<file path="config.mk">
export PLATFORM = sky130hd
export DESIGN_NAME = mcu_playlist
export DESIGN_NICKNAME = d
export VERILOG_FILES = /design/src/rtl/mcu_playlist.sv
export SDC_FILE = /design/constraint.sdc
export NUM_CORES = 1
export LEC_CHECK = 0
export CORE_AREA = 3 3 40 42
export DETAILED_ROUTE_END_ITERATION = 8
export DIE_AREA = 0 0 43 45
export PLACE_DENSITY = 0.44
export SYNTH_ARGS = -nofsm -noshare
export SYNTH_HDL_FRONTEND = slang
export SYNTH_SLANG_ARGS = --single-unit
</file>
<file path="constraint.sdc">
create_clock -name clk -period 1.5 [get_ports clk]
set_input_delay 0.15 -clock clk [delete_from_list [all_inputs] [get_ports clk]]
set_output_delay 0.15 -clock clk [all_outputs]
set_load 0.1 [all_outputs]
</file>
<file path="src/rtl/mcu_playlist.sv">
// Playlist controller: PAUSE/PLAY/CHANGE state machine tracking the current song index.
// Optional feature macro MCU_PLAYLIST_AUTOPLAY_EN: song_done-initiated changes resume playback.
module mcu_playlist #(
   parameter int NUM_SONGS = 4,
   parameter int SONG_W    = 2
) (
   input  logic              clk,
   input  logic              reset,
   input  logic              play_button,
   input  logic              next_button,
   input  logic              prev_button,
   input  logic [1:0]        mode,
   input  logic              song_done,
   output logic              play,
   output logic              reset_player,
   output logic [SONG_W-1:0] song,
   output logic              playlist_done
);

   typedef enum logic [1:0] {
      PAUSE  = 2'b00,
      PLAY   = 2'b01,
      CHANGE = 2'b10
   } state_t;

   localparam logic [SONG_W-1:0] LAST_SONG  = SONG_W'(NUM_SONGS - 1);
   localparam logic [SONG_W-1:0] FIRST_SONG = '0;

   localparam logic [1:0] MODE_REPEAT_ALL = 2'b01;
   localparam logic [1:0] MODE_REPEAT_ONE = 2'b10;

   state_t            state_reg, state_next;
   logic [SONG_W-1:0] song_reg, song_next;
   logic              done_reg, done_next;
   logic [SONG_W-1:0] song_inc, song_dec;
   logic [SONG_W-1:0] done_target;
   logic              done_is_end;

   // Explicit compare-and-wrap keeps the index legal for non-power-of-two lists.
   always_comb begin
      song_inc = (song_reg == LAST_SONG)  ? FIRST_SONG : song_reg + 1'b1;
      song_dec = (song_reg == FIRST_SONG) ? LAST_SONG  : song_reg - 1'b1;
   end

   always_comb begin
      done_target = song_inc;
      done_is_end = 1'b0;
      case (mode)
         MODE_REPEAT_ONE: done_target = song_reg;
         MODE_REPEAT_ALL: done_target = song_inc;
         default: begin
            done_target = song_inc;
            done_is_end = (song_reg == LAST_SONG);
         end
      endcase
   end

`ifdef MCU_PLAYLIST_AUTOPLAY_EN
   logic resume_reg, resume_next;
`endif

   always_comb begin
      state_next = state_reg;
      song_next  = song_reg;
      done_next  = 1'b0;
`ifdef MCU_PLAYLIST_AUTOPLAY_EN
      resume_next = 1'b0;
`endif
      case (state_reg)
         PAUSE: begin
            if (play_button) begin
               state_next = PLAY;
            end else if (next_button) begin
               state_next = CHANGE;
               song_next  = song_inc;
            end else if (prev_button) begin
               state_next = CHANGE;
               song_next  = song_dec;
            end
         end
         PLAY: begin
            if (play_button) begin
               state_next = PAUSE;
            end else if (next_button) begin
               state_next = CHANGE;
               song_next  = song_inc;
            end else if (prev_button) begin
               state_next = CHANGE;
               song_next  = song_dec;
            end else if (song_done) begin
               state_next = CHANGE;
               song_next  = done_target;
               done_next  = done_is_end;
`ifdef MCU_PLAYLIST_AUTOPLAY_EN
               // Running off the end of a normal playlist always stops playback.
               resume_next = !done_is_end;
`endif
            end
         end
         CHANGE: begin
`ifdef MCU_PLAYLIST_AUTOPLAY_EN
            state_next = resume_reg ? PLAY : PAUSE;
`else
            state_next = PAUSE;
`endif
         end
         default: begin
            state_next = PAUSE;
         end
      endcase
   end

   always_ff @(posedge clk or negedge reset) begin
      if (!reset) begin
         state_reg <= PAUSE;
         song_reg  <= FIRST_SONG;
         done_reg  <= 1'b0;
      end else begin
         state_reg <= state_next;
         song_reg  <= song_next;
         done_reg  <= done_next;
      end
   end

`ifdef MCU_PLAYLIST_AUTOPLAY_EN
   always_ff @(posedge clk or negedge reset) begin
      if (!reset) begin
         resume_reg <= 1'b0;
      end else begin
         resume_reg <= resume_next;
      end
   end
`endif

   assign play          = (state_reg == PLAY);
   assign reset_player  = (state_reg == CHANGE);
   assign song          = song_reg;
   assign playlist_done = done_reg;

endmodule

</file>
**Run 1: routing congestion map**

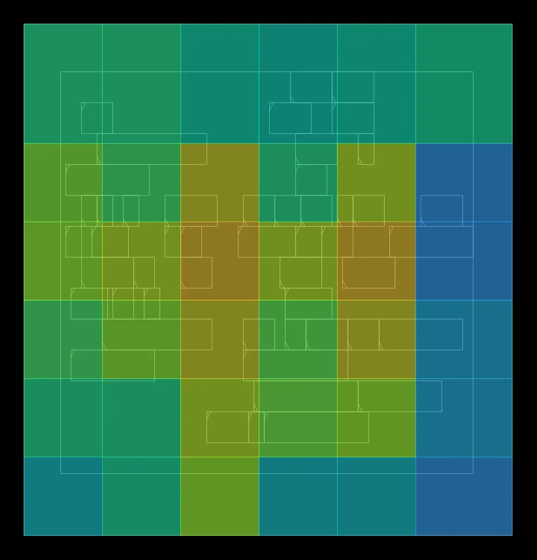
M1 GR Usage: 10.2%
most used routing layer: met2
GRT met2 Usage: 15.3%

**Run 1: wires at chosen ports, followed through buffers**

Bar = 10 um.
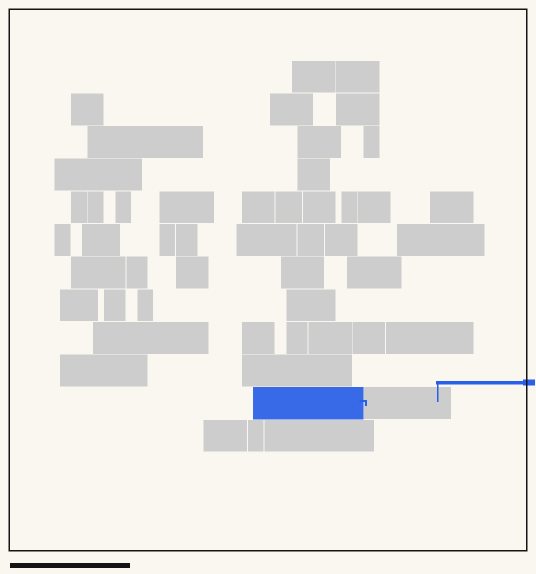
| port | color | direction | edge | end cells | buffers | wire |
|---|---|---|---|---|---|---|
| `playlist_done` | blue | output | right | 1 | 1 | 9.50 um |

==> reports/qor.csv, run 1 <==
metric,value,unit
fraction of area in registers,23.2,%
Port Buffers,12,
status,"complete, no violations",
internal power,0.000479,W
tap cells,15,
Max-area cell share,41.3,%
via density per instance,4.43,
Non-clk invs,3,
total CTS buffers,3,
fp_density,23.6,%
XOR/XNOR Area Share,2.89,%
I/O pin count,13,
min cycle time layout,1.32,ns
post-synthesis cell area,303,um2
most frequent cell after synthesis,dfrtp_1,
Clock Power Share,17.0,%
met2 WL,361,um
Reg-to-Reg Start,state_reg[0],
Seq cells post-synth,5,
met3 Use GR,3.98,%
number of global-route vias before repair,312,
DIE HEIGHT,45,um
DRT antenna net count,0,
final worst slack,0.176,ns
"critical path fanouts, max",4,
Area growth syn-to-layout,81.8,%
CP max stage cell,clkdlybuf4s50_1,
Sequential Power,0.000225,W
H-Tree Depth,1,
register share of total power,25.0,%
Unique cell types,19,
**Run 1: cell classes on the final placement**

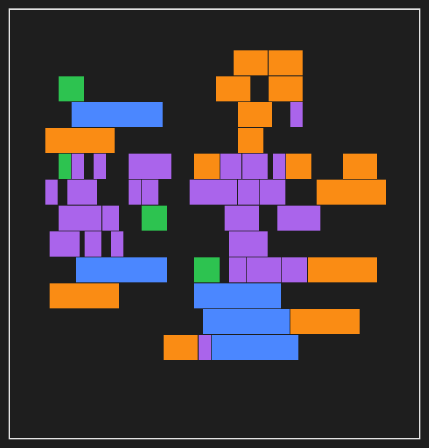
| class | color | cells |
|---|---|---|
| clock drivers and dummy loads | green | 4 |
| flip-flops | blue | 5 |
| other buffers and delay cells | orange | 15 |
| all other logic | purple | 26 |

**Run 1: sizing map**

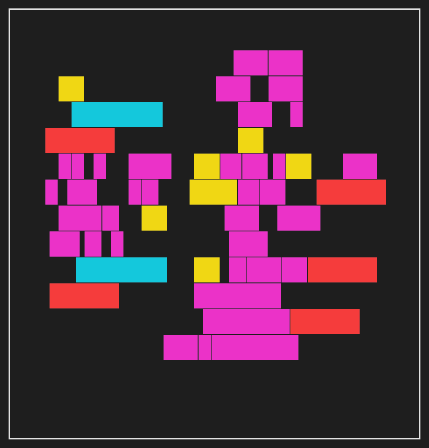
| size | color | cells |
|---|---|---|
| drive 1 or less | magenta | 36 |
| drive 6 and up | red | 5 |
| drive 3 to 4 | yellow | 7 |
| drive 2 | cyan | 2 |

==> run 1 -> run 2 <==
==> config.mk (replaced) <==
export PLATFORM = sky130hd
export DESIGN_NAME = mcu_playlist
export DESIGN_NICKNAME = d
export VERILOG_FILES = /design/src/rtl/mcu_playlist.sv
export SDC_FILE = /design/constraint.sdc
export NUM_CORES = 1
export LEC_CHECK = 0
export ABC_AREA = 1
export CORE_MARGIN = 3
export CORE_UTILIZATION = 25
export DETAILED_ROUTE_END_ITERATION = 8
export PLACE_DENSITY = 0.47
export SYNTH_ARGS = -nofsm -noshare
export SYNTH_HDL_FRONTEND = slang
export SYNTH_SLANG_ARGS = --single-unit
**Run 2: wires at chosen ports, followed through buffers**

Bar = 10 um.
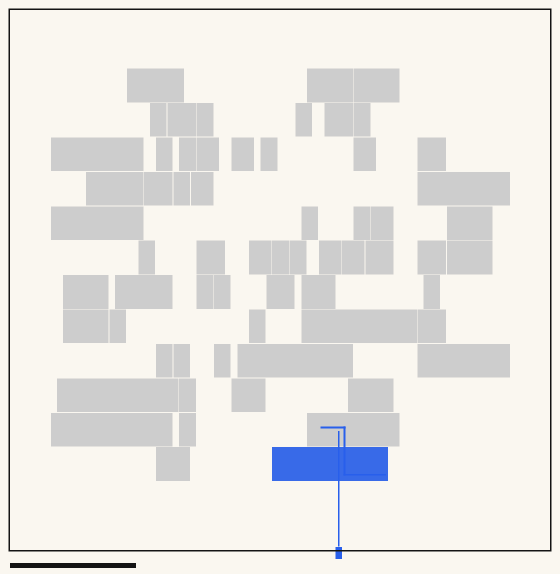
| port | color | direction | edge | end cells | buffers | wire |
|---|---|---|---|---|---|---|
| `playlist_done` | blue | output | bottom | 1 | 1 | 17.8 um |

==> run 2 against run 1 <==
- area after synthesis increased by 11%
- cell area rose by 1.4%
- power is 28% higher
- highest routed layer is now met3
- cell count is 18% higher
- fmax is 9.0% higher
- register-to-register slack gained 0.07 ns
- core utilization rose by 4.2 points
- critical path depth is 3 lower
- flip-flop count did not move
- hold slack barely moved
- die area decreased by 5.8%
==> reports/qor.csv, run 2 <==
metric,value,unit
Sequential Power,0.000257,W
H-Tree Depth,1,
post-synthesis cell area,337,um2
DIE HEIGHT,42.7,um
status,"complete, no violations",
Seq cells post-synth,5,
Pwr Density,2070,nW/um2
Clock Power Share,13.3,%
XOR/XNOR Area Share,0,%
final worst slack,0.285,ns
most used routing layer,met2,
Reg-to-Reg Start,song[0],
via density per instance,4.27,
DR vias,329,
DP Cell Count,73,
clock-cell share of area,4.71,%
cell type with the largest total area,dfrtp_1,
flip-flops,5,
Nets at Floorplan,58,
total CTS buffers,3,
Non-clk invs,10,
Port Buffers,12,
Area growth syn-to-layout,65.8,%
CP max stage cell,dfrtp_1,
P_comb,0.000743,W
die area,1820,um2
DRC,0,
DRT antenna net count,0,
internal power,0.000560,W
number of global-route vias before repair,287,
fraction of area in registers,22.9,%
min cycle time layout,1.22,ns
All-Layer GR Usage,9.73,%
Max Slew Vio Count,0,
Max-area cell share,37.2,%
setup TNS,0,ns
Unique cell types,14,
"critical path fanouts, max",6,
Storage cell area,128,um2
Crit path depth,3,
GRT met2 Usage,13.5,%
fp_density,28.4,%
tap cells,14,
==> run 2 -> run 3 <==
--- a/config.mk
+++ b/config.mk
@@ -9,7 +9,7 @@
 export CORE_MARGIN = 3
 export CORE_UTILIZATION = 25
 export DETAILED_ROUTE_END_ITERATION = 8
-export PLACE_DENSITY = 0.47
+export PLACE_DENSITY = 0.48
 export SYNTH_ARGS = -nofsm -noshare
 export SYNTH_HDL_FRONTEND = slang
 export SYNTH_SLANG_ARGS = --single-unit
==> constraint.sdc (replaced) <==
create_clock -name clk -period 1.1 [get_ports clk]
set_input_delay 0.11 -clock clk [delete_from_list [all_inputs] [get_ports clk]]
set_output_delay 0.11 -clock clk [all_outputs]
set_load 0.1 [all_outputs]
**Run 3: routing congestion map**

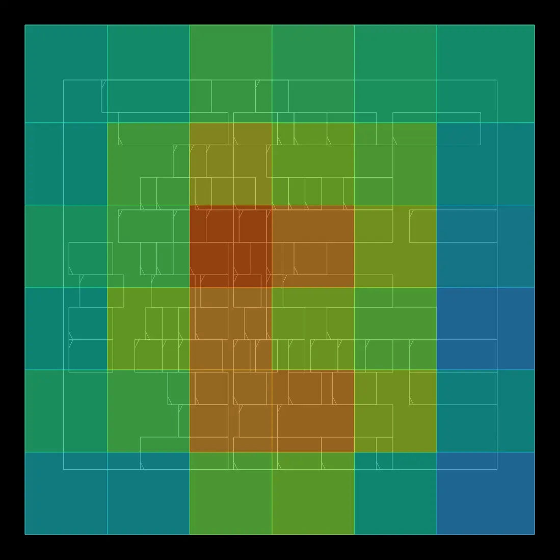
GRT met2 Usage: 16.5%
met3 Use GR: 2.54%
M1 GR Usage: 10.8%
final core utilization: 58.3%
mean routed wirelength per cell: 9.86 um

==> run 3 against run 2 <==
- the run now ends with negative setup slack left
- flip-flop count did not move
- register-to-register slack got worse by 0.32 ns
- sequential power rose by 46%
- cell area rose by 24%
- synthesized cell count did not move
- power rose by 70%
- hold slack got worse by 0.052 ns
- setup slack got worse by 0.34 ns
- global-route usage rose by 1.0 points
- clock-buffer cell count did not move
- via count rose by 12%
==> reports/qor.csv, run 3 <==
metric,value,unit
met2 WL,473,um
Max-area cell share,37.2,%
fraction of area in registers,19.3,%
P_comb,0.00137,W
fp_density,28.4,%
final worst slack,-0.0509,ns
total CTS buffers,3,
Reg-to-Reg Start,song[0],
die area,1820,um2
"critical path fanouts, max",4,
Max Slew Vio Count,0,
CP max stage cell,dfrtp_4,
internal power,0.000999,W
Unique cell types,14,
status,"finished, violations left",
post-synthesis cell area,337,um2
DR vias,370,
I/O pin count,13,
Storage cell area,134,um2
H-Tree Depth,1,
XOR/XNOR Area Share,0,%
Clock Power Share,10.9,%
Non-clk invs,10,
Pwr Density,2830,nW/um2
flip-flops,5,
clock-cell share of area,3.80,%
min cycle time layout,1.15,ns
DRC,0,
most frequent cell after synthesis,nand2_1,
violated checks,negative setup slack,
DIE HEIGHT,42.7,um
register share of total power,19.2,%
"Setup violations, final",5,
setup TNS,-0.154,ns
via density per instance,4.35,
All-Layer GR Usage,10.8,%
number of global-route vias before repair,341,

==> notes/layouts.md <==
Pictures saved along the way, in no particular order.

Cell density map.
9 x 9 tiles, from black (low) to pale yellow (high), 0 to 100% covered.
image #1
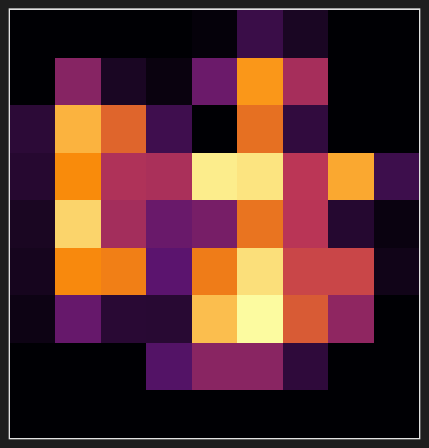
image #2
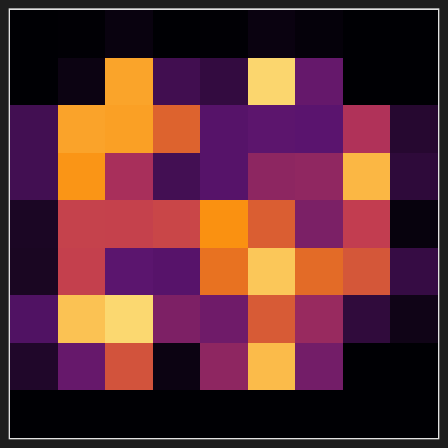
image #3
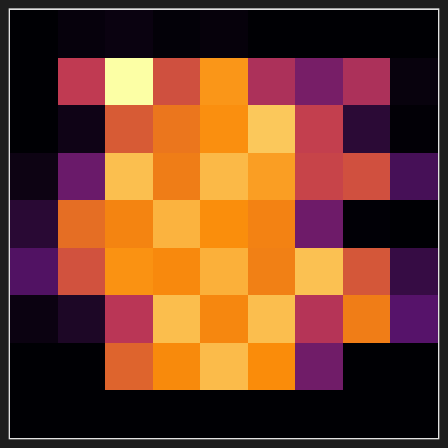
Image #3 comes from run 3.
Image #1 comes from run 1.
Image #2 comes from run 2.

Key to image #1:
mean over tiles: 28%
tiles over 75% full: 11%
emptiest ninth of the die: bottom left
fullest tile: 99%

No activity file was given, so power comes from the tool's default toggle rates.
